### Routing congestion

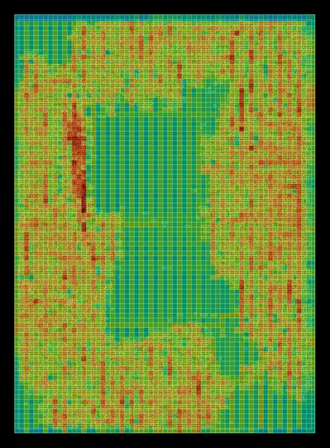
### Wiring by layer

Bar = 100 µm. Two of the layers only.
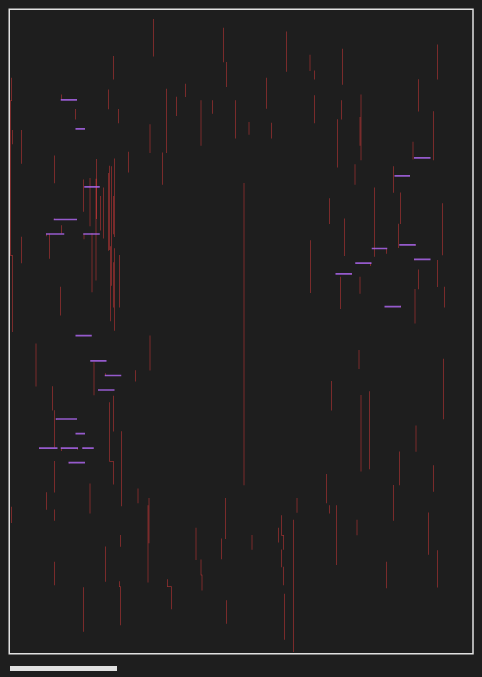
### Cell classes on the final placement

Bar = 100 µm.
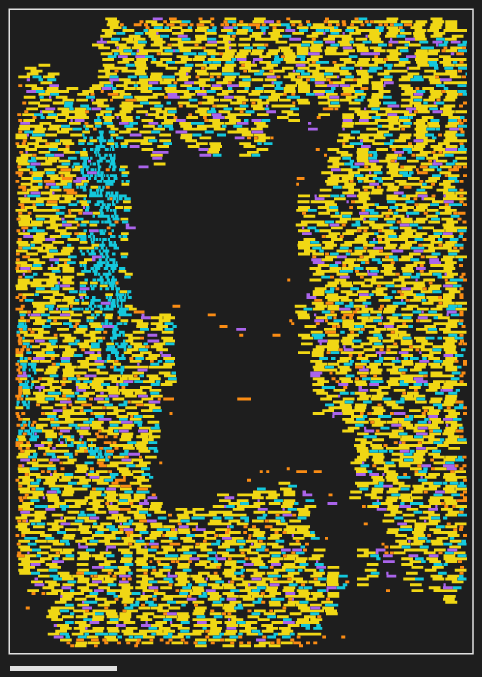
$ cat config.mk
export PLATFORM = sky130hd
export DESIGN_NAME = core_rvfi_trace_fifo
export DESIGN_NICKNAME = d
export VERILOG_FILES = /design/src/rtl/core_rvfi_trace_fifo.sv
export SDC_FILE = /design/constraint.sdc
export NUM_CORES = 2
export LEC_CHECK = 0
export CAP_MARGIN = 40
export CORE_ASPECT_RATIO = 1.4
export CORE_MARGIN = 5
export CORE_UTILIZATION = 38
export DETAILED_ROUTE_END_ITERATION = 7
export GPL_ROUTABILITY_DRIVEN = 0
export SYNTH_ARGS = -nofsm -noshare
export SYNTH_HDL_FRONTEND = slang
export SYNTH_SLANG_ARGS = --single-unit
$ cat constraint.sdc
create_clock -name g_clk -period 61.4 [get_ports g_clk]
set_input_delay 12.28 -clock g_clk [delete_from_list [all_inputs] [get_ports g_clk]]
set_output_delay 12.28 -clock g_clk [all_outputs]
set_load 0.005 [all_outputs]
$ cat src/rtl/core_rvfi_trace_fifo.sv
// -----------------------------------------------------------------------------
// core_rvfi_trace_fifo
//
// Purpose:
//   Captures every retired-instruction RVFI packet from the core's RVFI output
//   stage into a DEPTH-entry FIFO. The FIFO drains to a trace sink (formal
//   harness, testbench monitor or trace DMA) over a valid/ready stream.
//   Packets that arrive while the FIFO is full and not draining are dropped
//   and counted. The next accepted packet carries a gap marker. The module
//   also watches rvfi_order and raises a sticky error on any non-consecutive
//   retirement index. The instantiating core only builds this block when RVFI
//   is defined.
//
// Configuration macro:
//   RVFI_TRACE_MEM_EN - adds the rvfi_mem_* ports and appends the memory
//                       fields to the packet above the gap bit.
//
// Ports:
//   g_clk, g_resetn     clock, synchronous active-low reset
//   rvfi_*              RVFI retirement packet from the core (rvfi_valid strobe)
//   t_valid / t_ready   trace stream handshake (head packet on t_data)
//   t_data              registered head entry, PKT_W bits
//   t_level             current FIFO occupancy
//   drop_count          saturating count of packets lost to overflow
//   err_order           sticky flag, non-consecutive rvfi_order seen
//
// Packet layout (LSB first):
//   order[63:0], pc_rdata, pc_wdata, rd_wdata, insn[31:0], rd_addr[4:0],
//   mode[1:0], trap, intr, gap, [mem_addr, mem_rmask, mem_wmask, mem_rdata,
//   mem_wdata], spare. The MSB is a spare bit that always reads zero, so
//   PKT_W = 3*XLEN+107 (+3*XLEN+XLEN/4 with memory fields).
// -----------------------------------------------------------------------------
module core_rvfi_trace_fifo #(
   parameter int XLEN   = 64,
   parameter int DEPTH  = 8,
   parameter int DROP_W = 16,
`ifdef RVFI_TRACE_MEM_EN
   localparam int MEM_W = 3*XLEN + XLEN/4,
`else
   localparam int MEM_W = 0,
`endif
   localparam int PKT_W = 3*XLEN + 107 + MEM_W,
   localparam int LVL_W = $clog2(DEPTH) + 1
) (
   input  logic              g_clk,
   input  logic              g_resetn,
   input  logic              rvfi_valid,
   input  logic [63:0]       rvfi_order,
   input  logic [31:0]       rvfi_insn,
   input  logic              rvfi_trap,
   input  logic              rvfi_intr,
   input  logic [1:0]        rvfi_mode,
   input  logic [XLEN-1:0]   rvfi_pc_rdata,
   input  logic [XLEN-1:0]   rvfi_pc_wdata,
   input  logic [4:0]        rvfi_rd_addr,
   input  logic [XLEN-1:0]   rvfi_rd_wdata,
`ifdef RVFI_TRACE_MEM_EN
   input  logic [XLEN-1:0]   rvfi_mem_addr,
   input  logic [XLEN/8-1:0] rvfi_mem_rmask,
   input  logic [XLEN/8-1:0] rvfi_mem_wmask,
   input  logic [XLEN-1:0]   rvfi_mem_rdata,
   input  logic [XLEN-1:0]   rvfi_mem_wdata,
`endif
   output logic              t_valid,
   input  logic              t_ready,
   output logic [PKT_W-1:0]  t_data,
   output logic [LVL_W-1:0]  t_level,
   output logic [DROP_W-1:0] drop_count,
   output logic              err_order
);

   localparam int PTR_W = $clog2(DEPTH);

   // Field offsets within a packet
   localparam int OFF_ORDER    = 0;
   localparam int OFF_PC_RDATA = 64;
   localparam int OFF_PC_WDATA = OFF_PC_RDATA + XLEN;
   localparam int OFF_RD_WDATA = OFF_PC_WDATA + XLEN;
   localparam int OFF_INSN     = OFF_RD_WDATA + XLEN;
   localparam int OFF_RD_ADDR  = OFF_INSN + 32;
   localparam int OFF_MODE     = OFF_RD_ADDR + 5;
   localparam int OFF_TRAP     = OFF_MODE + 2;
   localparam int OFF_INTR     = OFF_TRAP + 1;
   localparam int OFF_GAP      = OFF_INTR + 1;
`ifdef RVFI_TRACE_MEM_EN
   localparam int OFF_MEM_ADDR  = OFF_GAP + 1;
   localparam int OFF_MEM_RMASK = OFF_MEM_ADDR + XLEN;
   localparam int OFF_MEM_WMASK = OFF_MEM_RMASK + XLEN/8;
   localparam int OFF_MEM_RDATA = OFF_MEM_WMASK + XLEN/8;
   localparam int OFF_MEM_WDATA = OFF_MEM_RDATA + XLEN;
`endif

   // Saturating increment for the drop counter
   function automatic logic [DROP_W-1:0] sat_inc(input logic [DROP_W-1:0] v);
      return (&v) ? v : v + DROP_W'(1);
   endfunction

   logic [PKT_W-1:0] fifo_mem [DEPTH];
   logic [PTR_W-1:0] wr_ptr;
   logic [PTR_W-1:0] rd_ptr;
   logic [LVL_W-1:0] level;
   logic             gap_pending;
   logic             base_vld;
   logic [63:0]      last_order;

   logic             full;
   logic             empty;
   logic             push;
   logic             pop;
   logic             overflow;
   logic             order_gap;
   logic [PKT_W-1:0] wr_pkt;

   // ---- Input stage: accept/drop decision and packet assembly ----
   assign full     = (level == LVL_W'(DEPTH));
   assign empty    = (level == '0);
   assign pop      = !empty && t_ready;
   // A full FIFO still accepts when the head leaves in the same cycle.
   assign push     = rvfi_valid && (!full || pop);
   assign overflow = rvfi_valid && full && !pop;

   // The order check sees every retirement, including dropped ones, so an
   // overflow alone never looks like an order gap.
   assign order_gap = base_vld && (rvfi_order != (last_order + 64'd1));

   always_comb begin
      wr_pkt = '0;
      wr_pkt[OFF_ORDER    +: 64]   = rvfi_order;
      wr_pkt[OFF_PC_RDATA +: XLEN] = rvfi_pc_rdata;
      wr_pkt[OFF_PC_WDATA +: XLEN] = rvfi_pc_wdata;
      wr_pkt[OFF_RD_WDATA +: XLEN] = rvfi_rd_wdata;
      wr_pkt[OFF_INSN     +: 32]   = rvfi_insn;
      wr_pkt[OFF_RD_ADDR  +: 5]    = rvfi_rd_addr;
      wr_pkt[OFF_MODE     +: 2]    = rvfi_mode;
      wr_pkt[OFF_TRAP]             = rvfi_trap;
      wr_pkt[OFF_INTR]             = rvfi_intr;
      wr_pkt[OFF_GAP]              = gap_pending;
`ifdef RVFI_TRACE_MEM_EN
      wr_pkt[OFF_MEM_ADDR  +: XLEN]   = rvfi_mem_addr;
      wr_pkt[OFF_MEM_RMASK +: XLEN/8] = rvfi_mem_rmask;
      wr_pkt[OFF_MEM_WMASK +: XLEN/8] = rvfi_mem_wmask;
      wr_pkt[OFF_MEM_RDATA +: XLEN]   = rvfi_mem_rdata;
      wr_pkt[OFF_MEM_WDATA +: XLEN]   = rvfi_mem_wdata;
`endif
   end

   // ---- Storage stage: packet array (data only, never reset) ----
   always_ff @(posedge g_clk) begin
      if (push) begin
         fifo_mem[wr_ptr] <= wr_pkt;
      end
   end

   // ---- Control state: pointers, occupancy, drop tracking, order check ----
   always_ff @(posedge g_clk) begin
      if (!g_resetn) begin
         wr_ptr      <= '0;
         rd_ptr      <= '0;
         level       <= '0;
         gap_pending <= 1'b0;
         drop_count  <= '0;
         err_order   <= 1'b0;
         base_vld    <= 1'b0;
         last_order  <= '0;
      end else begin
         if (push) begin
            wr_ptr <= wr_ptr + PTR_W'(1);
         end
         if (pop) begin
            rd_ptr <= rd_ptr + PTR_W'(1);
         end

         case ({push, pop})
            2'b10:   level <= level + LVL_W'(1);
            2'b01:   level <= level - LVL_W'(1);
            default: level <= level;
         endcase

         // Overflow and an accepted push are mutually exclusive, so the
         // gap marker is either armed or consumed, never both.
         if (overflow) begin
            drop_count  <= sat_inc(drop_count);
            gap_pending <= 1'b1;
         end else if (push) begin
            gap_pending <= 1'b0;
         end

         if (rvfi_valid) begin
            base_vld   <= 1'b1;
            last_order <= rvfi_order;
            if (order_gap) begin
               err_order <= 1'b1;
            end
         end
      end
   end

   // ---- Output stage: registered head entry ----
   assign t_valid = !empty;
   assign t_data  = fifo_mem[rd_ptr];
   assign t_level = level;

endmodule

==> flow_summary.json <==
{
  "fin_area_um2": 114300,
  "logic_family": "multiplexers",
  "overflow": 0,
  "holdCritStartpoint": "base_vld$_SDFFE_PN0P_",
  "highest-signal-layer": "met5",
  "clock_latency_ns": 0.87,
  "reg2reg_slack_ns": 56.71,
  "crit_path_top_delay_cell": "dfxtp_4",
  "top_power_group": "registers",
  "powerClk_mw": 1.46,
  "drt_iter0_drc": 3223,
  "ys_sh_adder_pct": 0.1129,
  "fillers": 20840,
  "post-cts-setup-buffers": 0,
  "reg_top3": "fifo_mem: 2384 flops, last_order: 64 flops, drop_count: 16 flops",
  "dr.pass1.iters": 5,
  "critPathMostFrequentCell": "buf_4",
  "nMultiInputCombCells": 1458,
  "synthSimpleGateAreaFrac_pct": 1.994,
  "setup_viol_count_final": 0,
  "p_leak_nw": 35.05,
  "bufAreaShareNonClock_pct": 6.814,
  "rr_worst_depth": 9,
  "logic_area_um2": 21040,
  "maxSlewViolCount": 0,
  "reg2reg_to": "err_order$_SDFFE_PN0P_",
  "switching_share_pct": 23.36,
  "wl_met2_um": 110300,
  "clock-sinks": 2480,
  "critPathRequiredTime_ns": 49.12,
  "muxShareOfSynthArea_pct": 18.35,
  "seq_share_pct": 64.33,
  "whs_path_depth": 1,
  "p_clk_share_pct": 35.2,
  "synthAoiAreaFrac_pct": 0.6234,
  "p_per_area_nw_per_um2": 36.25,
  "clock_buffers": 275,
  "via_per_inst": 5.292,
  "cp_top_family": "buffers and inverters",
  "final_hold_viol_count": 0,
  "yosysMostFrequentCell": "edfxtp_1",
  "cp.arrival_ns": 5.16,
  "via_count": 44570,
  "crit_path_max_fanout": 36,
  "min_period_ns": 17.44,
  "die_x_um": 433.3,
  "endpoint": "t_data[39]",
  "run_status": "completed",
  "finalClockPeriodUsage_pct": 28.40,
  "critPathBufInv": 6,
  "ys.flop_type": "edfxtp_1",
  "most-common-layout-cells": "edfxtp_1 (2384), clkdlybuf4s50_1 (618), mux4_2 (596)",
  "cts_hold_buf": 0,
  "tns_ns": 0,
  "nNonClkInverters": 12,
  "tapCellCount": 3285,
  "track_usage_pct": 16.75,
  "io_pins": 622,
  "cts-resized-gates": 0,
  "die-area_um2": 261100,
  "comb_share_pct": 18.41,
  "cp-end-kind": "primary output",
  "p_sw_mw": 0.9675,
  "worstSetupPathType": "reg -> out",
  "cts_tree": "built",
  "wl_met3_um": 16790,
  "drt-met1-wl_um": 90050,
  "core_um2": 249800,
  "antenna_found_initial": 49,
  "synth.distinct_cells": 78,
  "cp_cell_sequence": "buf_4 > buf_16 > buf_4 > buf_4 > buf_16 > mux4_2 > mux2_2 > clkdlybuf4s50_1",
  "p_total_mw": 4.143,
  "rows": 217,
  "cts-root-buf": "clkbuf_16",
  "dp_hpwl_um": 131600,
  "whs_ns": 0.4525,
  "layout-drive-gt1-share_pct": 26.89
}
## Picture notes: 'Routing congestion'
Most Crowded Layer GR: met2
met3 Usage GRT: 4.459%
routed len/inst: 26.39 µm
met1 usage: 22.00%
post-layout util: 45.75%

## Picture notes: 'Wiring by layer'
red -> met4  # wire length 4730 µm
purple -> met5  # wire length 327 µm

## Picture notes: 'Cell classes on the final placement'
cyan -> all other logic  # cells 1470, share of their area 19%
orange -> other buffers and delay cells  # cells 735, share of their area 7.1%
purple -> clock drivers and dummy loads  # cells 432, share of their area 7.0%
yellow -> flip-flops  # cells 2480, share of their area 67%

